## src/rtl/vga_timgen_pkg.sv

```systemverilog
// Shared definitions for the VGA raster timing generator: widths, axis FSM
// encodings and the shadowed timing configuration record.
package vga_timgen_pkg;

    localparam int VGA_TIMCNT_WIDTH = 12;  // internal counter / coordinate width
    localparam int VGA_TB_WIDTH     = 10;  // porch and sync size fields
    localparam int VGA_VB_WIDTH     = 16;  // visible length fields

    typedef enum logic [1:0] {
        VGA_TIMFSM_VISIBLE    = 2'd0,
        VGA_TIMFSM_FRONTPORCH = 2'd1,
        VGA_TIMFSM_SYNC       = 2'd2,
        VGA_TIMFSM_BACKPORCH  = 2'd3
    } vga_timfsm_e;

    typedef struct packed {
        logic [VGA_VB_WIDTH-1:0] hvlen;
        logic [VGA_VB_WIDTH-1:0] vvlen;
        logic [VGA_TB_WIDTH-1:0] hfp;
        logic [VGA_TB_WIDTH-1:0] hsn;
        logic [VGA_TB_WIDTH-1:0] hbp;
        logic [VGA_TB_WIDTH-1:0] vfp;
        logic [VGA_TB_WIDTH-1:0] vsn;
        logic [VGA_TB_WIDTH-1:0] vbp;
        logic                    hspol;
        logic                    vspol;
        logic                    blpol;
    } vga_timcfg_t;

    function automatic vga_timfsm_e vga_timfsm_next(input vga_timfsm_e s);
        vga_timfsm_e n;
        n = VGA_TIMFSM_VISIBLE;
        case (s)
            VGA_TIMFSM_VISIBLE:    n = VGA_TIMFSM_FRONTPORCH;
            VGA_TIMFSM_FRONTPORCH: n = VGA_TIMFSM_SYNC;
            VGA_TIMFSM_SYNC:       n = VGA_TIMFSM_BACKPORCH;
            VGA_TIMFSM_BACKPORCH:  n = VGA_TIMFSM_VISIBLE;
            default:               n = VGA_TIMFSM_VISIBLE;
        endcase
        return n;
    endfunction

endpackage

```

## src/rtl/vga_timaxis.sv

```systemverilog
// One raster axis: VISIBLE/FRONTPORCH/SYNC/BACKPORCH FSM with a per-state unit
// counter. state_o/cnt_o give the position that will be in force after this clk.
module vga_timaxis
    import vga_timgen_pkg::*;
#(
    parameter int CNT_WIDTH = VGA_TIMCNT_WIDTH
) (
    input  logic                    clk_i,
    input  logic                    rst_n_i,
    input  logic                    clr_i,
    input  logic                    adv_i,
    input  logic [VGA_VB_WIDTH-1:0] vlen_i,
    input  logic [VGA_TB_WIDTH-1:0] fp_i,
    input  logic [VGA_TB_WIDTH-1:0] sn_i,
    input  logic [VGA_TB_WIDTH-1:0] bp_i,
    output vga_timfsm_e             state_o,
    output logic [CNT_WIDTH-1:0]    cnt_o,
    output logic                    last_o
);

    localparam logic [CNT_WIDTH-1:0] CNT_ONE = CNT_WIDTH'(1);

    vga_timfsm_e          state_q;
    vga_timfsm_e          state_d;
    logic [CNT_WIDTH-1:0] cnt_q;
    logic [CNT_WIDTH-1:0] cnt_d;
    logic [CNT_WIDTH-1:0] size;
    logic [CNT_WIDTH-1:0] last_cnt;
    logic                 unit_last;
    logic                 unused_vlen;

    // Visible length is deliberately truncated to the counter width.
    assign unused_vlen = ^vlen_i;

    always_comb begin
        // NOTE: every variable gets a default first so no path can infer a latch.
        size      = CNT_WIDTH'(vlen_i);
        state_d   = state_q;
        cnt_d     = cnt_q;
        case (state_q)
            VGA_TIMFSM_VISIBLE:    size = CNT_WIDTH'(vlen_i);
            VGA_TIMFSM_FRONTPORCH: size = CNT_WIDTH'(fp_i);
            VGA_TIMFSM_SYNC:       size = CNT_WIDTH'(sn_i);
            VGA_TIMFSM_BACKPORCH:  size = CNT_WIDTH'(bp_i);
            default:               size = CNT_WIDTH'(vlen_i);
        endcase
        last_cnt  = (size == '0) ? '0 : size - CNT_ONE;
        unit_last = (cnt_q == last_cnt);

        if (clr_i) begin
            state_d = VGA_TIMFSM_VISIBLE;
            cnt_d   = '0;
        end else if (adv_i) begin
            if (unit_last) begin
                state_d = vga_timfsm_next(state_q);
                cnt_d   = '0;
            end else begin
                cnt_d = cnt_q + CNT_ONE;
            end
        end
    end

    always_ff @(posedge clk_i) begin
        // NOTE: sequential state is written with non-blocking assignments only.
        if (!rst_n_i) begin
            state_q <= VGA_TIMFSM_VISIBLE;
            cnt_q   <= '0;
        end else begin
            state_q <= state_d;
            cnt_q   <= cnt_d;
        end
    end

    assign last_o  = (state_q == VGA_TIMFSM_BACKPORCH) && unit_last;
    assign state_o = state_d;
    assign cnt_o   = cnt_d;

endmodule

```

## src/rtl/vga_timgen.sv

```systemverilog
// VGA raster timing generator: shadowed timing config, H and V axis FSMs,
// registered sync/blank/de/coordinate outputs and line/frame end pulses.
module vga_timgen
    import vga_timgen_pkg::*;
#(
    parameter int CNT_WIDTH = VGA_TIMCNT_WIDTH
) (
    input  logic                    clk_i,
    input  logic                    rst_n_i,
    input  logic                    en_i,
    input  logic                    pclk_en_i,
    input  logic                    hspol_i,
    input  logic                    vspol_i,
    input  logic                    blpol_i,
    input  logic [VGA_VB_WIDTH-1:0] hvlen_i,
    input  logic [VGA_VB_WIDTH-1:0] vvlen_i,
    input  logic [VGA_TB_WIDTH-1:0] hfp_i,
    input  logic [VGA_TB_WIDTH-1:0] hsn_i,
    input  logic [VGA_TB_WIDTH-1:0] hbp_i,
    input  logic [VGA_TB_WIDTH-1:0] vfp_i,
    input  logic [VGA_TB_WIDTH-1:0] vsn_i,
    input  logic [VGA_TB_WIDTH-1:0] vbp_i,
    output logic                    hsync_o,
    output logic                    vsync_o,
    output logic                    blank_o,
    output logic                    de_o,
    output logic [CNT_WIDTH-1:0]    pix_x_o,
    output logic [CNT_WIDTH-1:0]    pix_y_o,
    output logic                    hend_o,
    output logic                    vend_o
);

    vga_timcfg_t          live_cfg;
    vga_timcfg_t          shadow_q;
    vga_timcfg_t          shadow_d;
    logic                 active_q;
    logic                 active_d;

    logic                 h_adv;
    logic                 h_last;
    logic                 v_last;
    logic                 line_end;
    logic                 frame_end;
    vga_timfsm_e          h_state_nxt;
    vga_timfsm_e          v_state_nxt;
    logic [CNT_WIDTH-1:0] h_cnt_nxt;
    logic [CNT_WIDTH-1:0] v_cnt_nxt;

    logic                 hsync_q, hsync_d;
    logic                 vsync_q, vsync_d;
    logic                 blank_q, blank_d;
    logic                 de_q, de_d;
    logic [CNT_WIDTH-1:0] pix_x_q, pix_x_d;
    logic [CNT_WIDTH-1:0] pix_y_q, pix_y_d;
    logic                 hend_q, hend_d;
    logic                 vend_q, vend_d;

    assign live_cfg = '{
        hvlen: hvlen_i, vvlen: vvlen_i,
        hfp:   hfp_i,   hsn:   hsn_i,   hbp: hbp_i,
        vfp:   vfp_i,   vsn:   vsn_i,   vbp: vbp_i,
        hspol: hspol_i, vspol: vspol_i, blpol: blpol_i
    };

    // The enabling clk only loads the shadow; ticks count from the next clk on.
    assign active_d  = en_i;
    assign h_adv     = active_q & en_i & pclk_en_i;
    assign line_end  = h_adv & h_last;
    assign frame_end = line_end & v_last;

    vga_timaxis #(.CNT_WIDTH(CNT_WIDTH)) u_haxis (
        .clk_i   (clk_i),
        .rst_n_i (rst_n_i),
        .clr_i   (~en_i),
        .adv_i   (h_adv),
        .vlen_i  (shadow_q.hvlen),
        .fp_i    (shadow_q.hfp),
        .sn_i    (shadow_q.hsn),
        .bp_i    (shadow_q.hbp),
        .state_o (h_state_nxt),
        .cnt_o   (h_cnt_nxt),
        .last_o  (h_last)
    );

    vga_timaxis #(.CNT_WIDTH(CNT_WIDTH)) u_vaxis (
        .clk_i   (clk_i),
        .rst_n_i (rst_n_i),
        .clr_i   (~en_i),
        .adv_i   (line_end),
        .vlen_i  (shadow_q.vvlen),
        .fp_i    (shadow_q.vfp),
        .sn_i    (shadow_q.vsn),
        .bp_i    (shadow_q.vbp),
        .state_o (v_state_nxt),
        .cnt_o   (v_cnt_nxt),
        .last_o  (v_last)
    );

    always_comb begin
        shadow_d = shadow_q;
        if ((en_i && !active_q) || frame_end) begin
            shadow_d = live_cfg;
        end

        de_d    = en_i && (h_state_nxt == VGA_TIMFSM_VISIBLE)
                       && (v_state_nxt == VGA_TIMFSM_VISIBLE);
        pix_x_d = de_d ? h_cnt_nxt : '0;
        pix_y_d = de_d ? v_cnt_nxt : '0;
        hend_d  = line_end;
        vend_d  = frame_end;

        // Idle levels follow the live polarity inputs, not the shadow.
        hsync_d = hspol_i;
        vsync_d = vspol_i;
        blank_d = ~blpol_i;
        if (en_i) begin
            hsync_d = (h_state_nxt == VGA_TIMFSM_SYNC) ^ shadow_d.hspol;
            vsync_d = (v_state_nxt == VGA_TIMFSM_SYNC) ^ shadow_d.vspol;
            blank_d = ~de_d ^ shadow_d.blpol;
        end
    end

    always_ff @(posedge clk_i) begin
        if (!rst_n_i) begin
            active_q <= 1'b0;
            shadow_q <= '0;
            hsync_q  <= hspol_i;
            vsync_q  <= vspol_i;
            blank_q  <= ~blpol_i;
            de_q     <= 1'b0;
            pix_x_q  <= '0;
            pix_y_q  <= '0;
            hend_q   <= 1'b0;
            vend_q   <= 1'b0;
        end else begin
            active_q <= active_d;
            shadow_q <= shadow_d;
            hsync_q  <= hsync_d;
            vsync_q  <= vsync_d;
            blank_q  <= blank_d;
            de_q     <= de_d;
            pix_x_q  <= pix_x_d;
            pix_y_q  <= pix_y_d;
            hend_q   <= hend_d;
            vend_q   <= vend_d;
        end
    end

    assign hsync_o = hsync_q;
    assign vsync_o = vsync_q;
    assign blank_o = blank_q;
    assign de_o    = de_q;
    assign pix_x_o = pix_x_q;
    assign pix_y_o = pix_y_q;
    assign hend_o  = hend_q;
    assign vend_o  = vend_q;

endmodule

```

## config.mk

```make
export PLATFORM = sky130hd
export DESIGN_NAME = vga_timgen
export DESIGN_NICKNAME = d
export VERILOG_FILES = /design/src/rtl/vga_timgen_pkg.sv /design/src/rtl/vga_timaxis.sv /design/src/rtl/vga_timgen.sv
export SDC_FILE = /design/constraint.sdc
export NUM_CORES = 1
export LEC_CHECK = 0
export CELL_PAD_IN_SITES_DETAIL_PLACEMENT = 1
export CELL_PAD_IN_SITES_GLOBAL_PLACEMENT = 2
export CORE_MARGIN = 1.5
export CORE_UTILIZATION = 29
export DETAILED_ROUTE_END_ITERATION = 8
export PLACE_DENSITY = 0.83
export SYNTH_ARGS = -nofsm -noshare
export SYNTH_HDL_FRONTEND = slang
export SYNTH_SLANG_ARGS = --single-unit
```

## constraint.sdc

```tcl
create_clock -name clk_i -period 5.4 [get_ports clk_i]
set_input_delay 0.54 -clock clk_i [delete_from_list [all_inputs] [get_ports clk_i]]
set_output_delay 0.54 -clock clk_i [all_outputs]
set_load 0.01 [all_outputs]
```

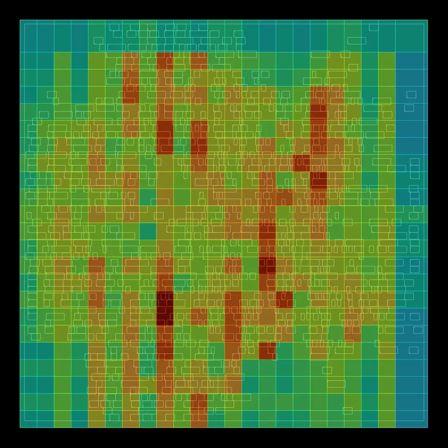
Figure 1: run 1, routing congestion map.
layer with the highest usage: met2
per-cell routed wire length: 16.7 microns

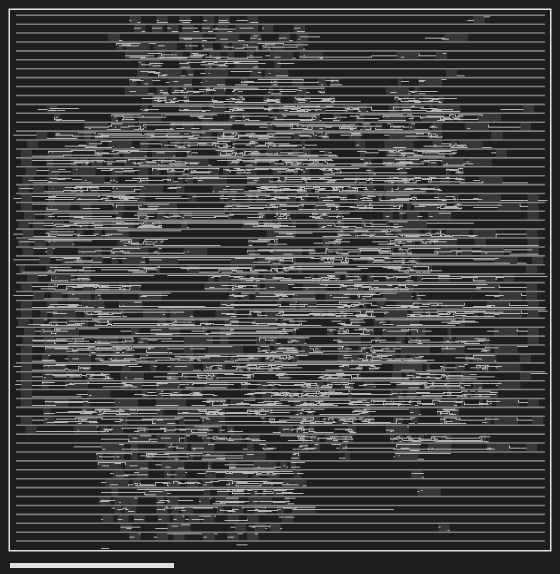
Figure 2: run 1, met1 routing.
The bar under the picture is 50 microns long. Supply wires on this layer in grey.
nets with wire on the layer	973
wire length on this layer	11,500 microns
main direction	horizontal
longest straight run	52.4 microns

==> summary.txt, run 1 <==
Notes from the flow run.

Hold path:
- According to the hold report, the worst path is of the register to register type.
- For hold timing, the worst endpoint is shadow_q[71].
- The run puts the worst hold path stage count at 2.

Setup path:
- The run gives the depth of the worst register-to-register path as 16.
- Tracing the worst setup path back leads to its startpoint at u_haxis.state_q[1].
- The worst setup path is captured at a register.
- Along the critical path, the tally of buffer and inverter instances is 1.
- The capture point of the worst register-to-register path is recorded as vsync_o.
- For reference, the critical path is captured by vsync_o.
- The run gives the number of logic stages on the critical path including buffering as 16.
- The run puts the largest incremental delay on the critical path at 0.68 ns.
- At the worst endpoint, the required time is 5.70 ns.
- The run gives the register-to-register setup slack as 0.19 ns.
- STA lists the startpoint of the worst register-to-register path as u_haxis.state_q[1].
- For this design, the slowest cell found on the critical path is or4b_2.
- The run gives the critical path data arrival time as 5.52 ns.
- The run gives the maximum fanout encountered on the critical timing path as 6.
- The run gives the critical path startpoint category as a register.
- Per STA, the worst path is made up of ha_2, a22oi_1, a22oi_1, inv_1, ha_1, nor2b_1, a31oi_1, nor4_2, and2_1, or4b_2, o311a_1, or4b_4, nor4_4, mux2_2, or4b_2, o311ai_0.
- Broken down by cell family, the worst path's largest delay share belongs to simple AND/OR/NAND/NOR gates.

Drt:
- The run puts the routed wire length on met2 at 9.38 mm.
- The run gives the sum of met3 wire segment lengths after detailed routing as 834 microns.
- The run puts the violation count after the first detailed-routing iteration at 314.
- Signal routing reaches up to met4.
- The run puts the final routed DRC violation total at 0.
- The run gives the via count of the routed design as 6,531.
- The script logs the ratio of routed vias to standard cells as 4.98.
- The run gives the total wire length as 21.9 mm.
- The first TritonRoute pass finished after 5 iterations.
- The run puts the post-detailed-route count of antenna-violating nets at 0.

STA:
- The run gives the total negative setup slack as 0 ns.
- The run gives the top achievable clock speed as 192 MHz.
- The final timing report lists a hold violation count of 0.
- The run gives the final period utilization as 0.965.
- The run puts the worst slew margin relative to its limit at 0.488.
- The end-of-flow timing check tallies setup violations at 0.
- Setup repair after global routing left no endpoint under its margin.
- The run gives the shortest clock period the worst path allows after layout as 5.21 ns.
- The run gives the worst hold slack across all endpoints as 0.522 ns.
- The run puts the final worst clock skew at 0.0154 ns.
- For reference, the final report shows the max-slew violation count at 0.
- The run gives the slew at the pin closest to its max-slew limit as 0.758 ns.

Final layout:
- Compared with the post-synthesis result, the final layout area differs by 29.9%.
- At the end of the flow, the number of nets in the layout was 1,075.
- The run puts the total of fill cells in the finished design at 2,971.
- The register with the most flip-flops in the layout has 87 of them.
- The run puts the final standard cell utilization of the core at 0.381.
- Registers take 2920 sq um.
- The finished layout holds 1,311 standard cells, fillers aside.
- Leaving out fill and tap cells, the most frequent cell in the layout is dfxtp_1.
- After routing the design area is 9860 sq um.
- Ranked by flip-flop count, first place goes to shadow_q.
- Per the final layout report, the fraction of cells sized above drive strength 1 comes to 0.0954.
- The run puts the logic area at 4390 sq um.
- The top cell types in the final layout, fill and taps aside, are dfxtp_1 (146), clkdlybuf4s50_1 (119), nor2b_1 (98).

Global route:
- The run puts the initial antenna violation count at 1.
- The run puts the maximum number of pins on one net before global-route repair at 91.
- On met3, the global router reports a usage of 0.0266.
- The run puts the number of global-route vias before repair at 6,593.
- The run puts the combined global-route utilization of all metal layers at 0.167.
- Global routing finished with a remaining overflow of 0.
- In the global route stage, met2 resource usage came out at 0.253.
- The run puts the met1 usage in global routing at 0.244.
- The run gives the wire length of the first global-routing pass as 35.6 mm.

Clock tree:
- The run puts the number of setup buffers added after CTS at 0.
- The run gives the number of buffers on the longest clock path as 2.
- The run gives the clock tree root buffer cell as clkbuf_16.
- The run gives the number of buffers inserted during clock tree synthesis as 17.
- The run puts the number of buffers inserted for hold repair after clock tree synthesis at 0.
- The run gives the clock tree from TritonCTS as yes.
- The run puts the total of cells resized after clock tree synthesis at 0.
- At the later pin of the worst-skew pair, clock insertion delay measures 0.42 ns.
- The run gives the number of H-tree levels as 4.
- The run gives the clock transition at the registers of the reported paths as 0.07 ns.
- The run puts the CTS sink count at 146.

Yosys:
- The run puts the top-area cell type share of the netlist area at 0.385.
- The run puts the synthesis-stage register bit count at 146.
- The run gives the count of flip-flops with a built-in enable after synthesis as 0.
- Sorting the Yosys area breakdown by cell type puts at the top dfxtp_1.
- The run puts the net count after synthesis at 954.
- Per Yosys stat, the portion of area used by sequential elements is 0.385.
- Sorting the synthesis cell report by count puts at the top dfxtp_1.
- The run puts the tally of unique sky130hd cells used after synthesis at 69.
- The run gives the chip area in the Yosys report as 7590 sq um.
- For reference, the top cells by area after synthesis are dfxtp_1 (38%), mux2i_1 (12%), nor2b_1 (8.1%), nor2_1 (2.8%), xnor2_1 (2.5%).
- Counting instances in the post-synthesis netlist gives the leading cell types as dfxtp_1 (146), nor2b_1 (98), mux2i_1 (93).
- The run puts the cell count listed in synth_stat.txt at 841.
- The run puts the synthesized instance count at 841.
- The Yosys step of the flow raised 0 warnings.
- The run puts the async set or reset register ratio after synthesis at 0.
- A synthesized cell averages 9.03 sq um.

Placed design:
- The run puts the placed instance count at 1,278.
- The run gives the number of buffer cells added on primary ports as 120.
- The run puts the detailed placement HPWL at 16.2 mm.
- The run gives the placed standard-cell area as 9240 sq um.

Floorplan:
- The floorplan has 59 rows.
- The run gives the horizontal die size as 165 microns.
- The run gives the area of the core as 25,900 sq um.
- The run puts the starting density of the core at 0.293.
- The run puts the number of top-level pins at 129.
- The run puts the vertical die dimension at 165 microns.

Run status:
- The flow ran to the end, and the final reports show no timing, DRC or antenna violations.

Power and ir drop:
- The flow reports power dissipated in the clock network as 1.18 mW.
- The run puts the power dissipated in combinational cells at 0.428 mW.
- The run puts the flip-flop and latch power at 1.14 mW.
- The run gives the net switching component of the power as 0.758 mW.
- The run puts the power share of the sequential group at 0.415.
- Looking at the group totals, the largest power group turns out to be the clock network.
- Looking at the VDD voltage map, the peak drop is 0.177 mV.
- The run puts the internal power of the cells at 2.00 mW.
- The final power report lists total power as 2.75 mW.
- The power report attributes to the clock group a share of 0.429.
- The run gives the share of power burned in combinational logic as 0.155.
- The run puts the switching part of the total power at 0.275.
- The run gives the leakage dissipation as 3.84 nW.
- The run gives the total power per unit cell area as 279 nW/um^2.

Run:
- The run puts the number of maximum-capacitance violations at 0.
- The run puts the number of warning messages in the logs at 42.
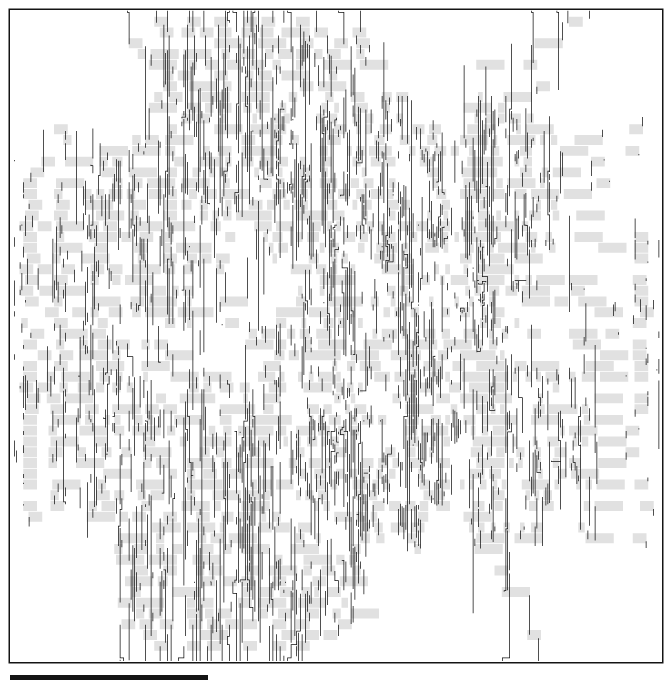
Figure 3: run 1, signal wires on met2.
The bar under the picture is 50 microns long.
main direction	vertical
longest straight run	50.1 microns
nets with wire on the layer	918
share of all routed wire	43%

==> run 1: cell families (layout without fill, tap and decap cells) <==
kind of cell,after synthesis,count (layout),synth area share
other,0,1,0
AOI/OAI and AO/OA,144,144,0.134
adders and majority gates,14,14,0.0231
muxes,97,97,0.129
xor gates and xnor gates,36,36,0.0433
and+or+nand+nor,328,328,0.244
DFF,146,146,0.385
buffers and inverters,76,210,0.0424
==> run 1: final cells by class <==
cell class / instances / area share
Multi-Input combinational cell: 619 / 0.445
Sequential cell: 146 / 0.296
Timing Repair Buffer: 148 / 0.145
Clock buffer: 18 / 0.0445
Tap cell: 335 / 0.0425
Clock inverter: 14 / 0.0145
Inverter: 30 / 0.0114
Antenna cell: 1 / 0.000254
==> run 1 -> run 2 <==
--- a/config.mk
+++ b/config.mk
@@ -10,6 +10,7 @@
 export CORE_MARGIN = 1.5
 export CORE_UTILIZATION = 29
 export DETAILED_ROUTE_END_ITERATION = 8
+export GPL_ROUTABILITY_DRIVEN = 0
 export PLACE_DENSITY = 0.83
 export SYNTH_ARGS = -nofsm -noshare
 export SYNTH_HDL_FRONTEND = slang
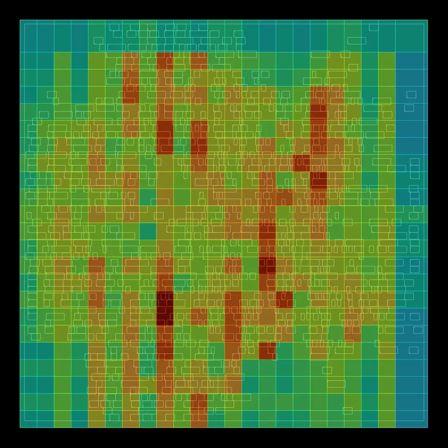
Figure 4: run 2, routing congestion map.
global routing usage on met2: 0.253
global routing usage summed across all routing layers: 0.167
Finished Core Util: 0.381

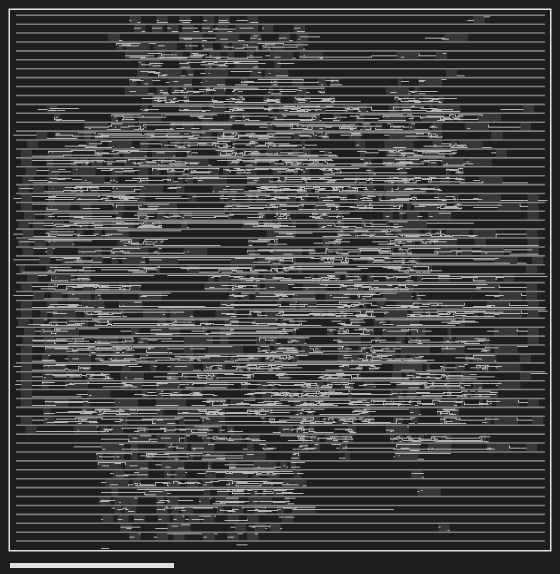
Figure 5: run 2, met1 routing.
The bar under the picture is 50 microns long. Supply wires on this layer in grey.
longest straight run	52.4 microns
main direction	horizontal
nets with wire on the layer	973

==> summary.txt, run 2 <==
Notes from the flow run.

Run status:
- The flow ran to the end, and the final reports show no timing, DRC or antenna violations.

Yosys:
- The post-synth count of flops with an enable pin is 0.
- Dividing the synthesized area by the synthesized cell count gives 9.03 sq um.
- The run puts the synthesized instance count at 841.
- In this run, the synthesized area fraction spent on and/or/nand/nor cells is recorded as 0.244.
- The run puts the fraction of synthesized cell area in xor and xnor cells at 0.0433.
- The run gives the number of warnings issued by yosys as 0.
- Of the total synthesized cell area, the portion taken by full adders, half adders and majority gates is 0.0231.
- The run gives the synthesis-stage register bit count as 146.
- After synthesis, the cell types taking the most area are dfxtp_1 (38%), mux2i_1 (12%), nor2b_1 (8.1%), nor2_1 (2.8%), xnor2_1 (2.5%).
- The run gives the chip area in the Yosys report as 7590 sq um.
- The run gives the tally of unique sky130hd cells used after synthesis as 69.
- The run gives the library cell with the largest summed area after synthesis as dfxtp_1.
- The synthesis run shows the most used standard cells to be dfxtp_1 (146), nor2b_1 (98), mux2i_1 (93).
- The run puts the multiplexer area fraction after synthesis at 0.129.
- The run puts the async set or reset register ratio after synthesis at 0.
- The run puts the cell count listed in synth_stat.txt at 841.
- In the post-synthesis netlist, the cell with the most instances is dfxtp_1.

STA:
- Per the slew report, the remaining headroom to the max-slew limit stands at 0.488.
- Counting pins that exceed their max-slew limit in the final report gives 0.
- The run gives the total negative setup slack as 0 ns.
- In this build the clock could be raised as far as 192 MHz.
- The final timing summary puts the cycle share of the worst path at 0.965.
- The run gives the final worst clock skew as 0.0154 ns.
- The run puts the slew at the pin closest to its max-slew limit at 0.758 ns.
- The tightest hold path in the finished design has a slack of 0.522 ns.
- The worst path in the final design needs a cycle of 5.21 ns, including I/O delays and setup.
- The run puts the hold violation total from the final report at 0.

Power and ir drop:
- The run gives the power dissipated in combinational cells as 0.428 mW.
- The run puts the power share of the sequential group at 0.415.
- The run puts the clock network power share at 0.429.
- The net switching power in the latest report is 0.758 mW.
- The power report lists cell-internal power as 2.00 mW.
- In this run the power density over the cells is 279 nW/um^2.
- The run gives the flip-flop and latch power as 1.14 mW.
- The largest part of the power goes to the clock network.
- In this run, power in the clock network comes to 1.18 mW.

Setup path:
- Across all register-to-register paths, the minimum setup slack is 0.19 ns.
- The run gives the largest incremental delay on the critical path as 0.68 ns.
- The run gives the required time at the endpoint of the critical path as 5.70 ns.
- The run gives the family with the most delay on the worst path as simple AND/OR/NAND/NOR gates.
- STA puts the critical path data arrival time at 5.52 ns.
- STA classifies the critical path endpoint as a register.
- The run puts the buffering stage count on the worst path with inverters included at 1.
- Per STA, the worst path is made up of ha_2, a22oi_1, a22oi_1, inv_1, ha_1, nor2b_1, a31oi_1, nor4_2, and2_1, or4b_2, o311a_1, or4b_4, nor4_4, mux2_2, or4b_2, o311ai_0.
- For reference, the critical path is launched at u_haxis.state_q[1].
- The worst register-to-register path ends at vsync_o.

Drt:
- The run puts the total wire length at 21.9 mm.
- Signal routing reaches up to met4.
- The run gives the via count of the routed design as 6,531.
- The run puts the violation count after the first detailed-routing iteration at 314.
- In this run the remaining antenna-violating nets after routing total 0.
- The routed design shows a wire length per standard cell of 16.7 microns.
- The run gives the sum of met3 wire segment lengths after detailed routing as 834 microns.
- The routed design shows a via density per instance of 4.98.
- The run gives the number of optimization iterations in the first detailed-route pass as 5.

Floorplan:
- The run puts the horizontal die size at 165 microns.
- The run gives the starting density of the core as 0.293.
- The run gives the number of top-level pins as 129.
- The floorplan has 59 rows.
- The run gives the area of the core as 25,900 sq um.
- The die is 165 microns tall.

Clock tree:
- On the reported timing paths, the clock transition at the registers reads 0.07 ns.
- No sink is reached through more buffers than the 2 on the longest clock path.
- The run gives the number of buffers inserted during clock tree synthesis as 17.
- The run gives the CTS sink count as 146.
- TritonCTS built the clock tree.
- Post-CTS timing repair inserted 0 buffers for setup.

Run:
- The run puts the number of maximum-capacitance violations at 0.

Final layout:
- The run gives the final net count as 1,075.
- Ranking logic cells in the layout by count gives the top entries dfxtp_1 (146), clkdlybuf4s50_1 (119), nor2b_1 (98).
- The finished layout holds 1,311 standard cells, fillers aside.
- The run gives the flip-flop count of the largest register after layout as 87.
- More flip-flops sit in one register than any other, and that register is shadow_q.
- The run puts the layout overhead on the synthesized area at 29.9%.

Global route:
- Looking at the global route congestion table, the highest-usage layer is met2.
- The run puts the number of global-route vias before repair at 6,593.
- The run gives the met1 usage in global routing as 0.244.
- The run gives the maximum number of pins on one net before global-route repair as 91.

Hold path:
- Along the worst hold path, the cell count comes to 2.
- STA shows the worst min-delay path finishing at shadow_q[71].

Placed design:
- The run gives the number of buffer cells added on primary ports as 120.
- The run gives the placed standard-cell area as 9240 sq um.
- Per the placement report, the placed cell count is 1,278.
- For this run the detailed placement stage logged an HPWL of 16.2 mm.
run 2: cell counts in the layout (fill, tap and decap cells not counted):
Identical to the previous run, type by type.
run 2: cell families (layout without fill, tap and decap cells):
| group | after synthesis | after routing |
|---|---|---|
| compound gates | 144 | 144 |
| other cells | 0 | 1 |
| mux | 97 | 97 |
| fa+ha+maj | 14 | 14 |
| simple gates | 328 | 328 |
| flops | 146 | 146 |
| buf+inv | 76 | 210 |
| xor+xnor | 36 | 36 |
run 2: cell type report:
cell class / count / area (sq um) / area share
clock buffer: 18 / 439 / 0.0445
multi-input combinational: 619 / 4390 / 0.445
antenna: 1 / 2.50 / 0.000254
clock inverter: 14 / 143 / 0.0145
sequential: 146 / 2920 / 0.296
tap: 335 / 419 / 0.0425
inverter: 30 / 113 / 0.0114
timing repair buffer: 148 / 1430 / 0.145
Power and IR drop assume default switching activity.
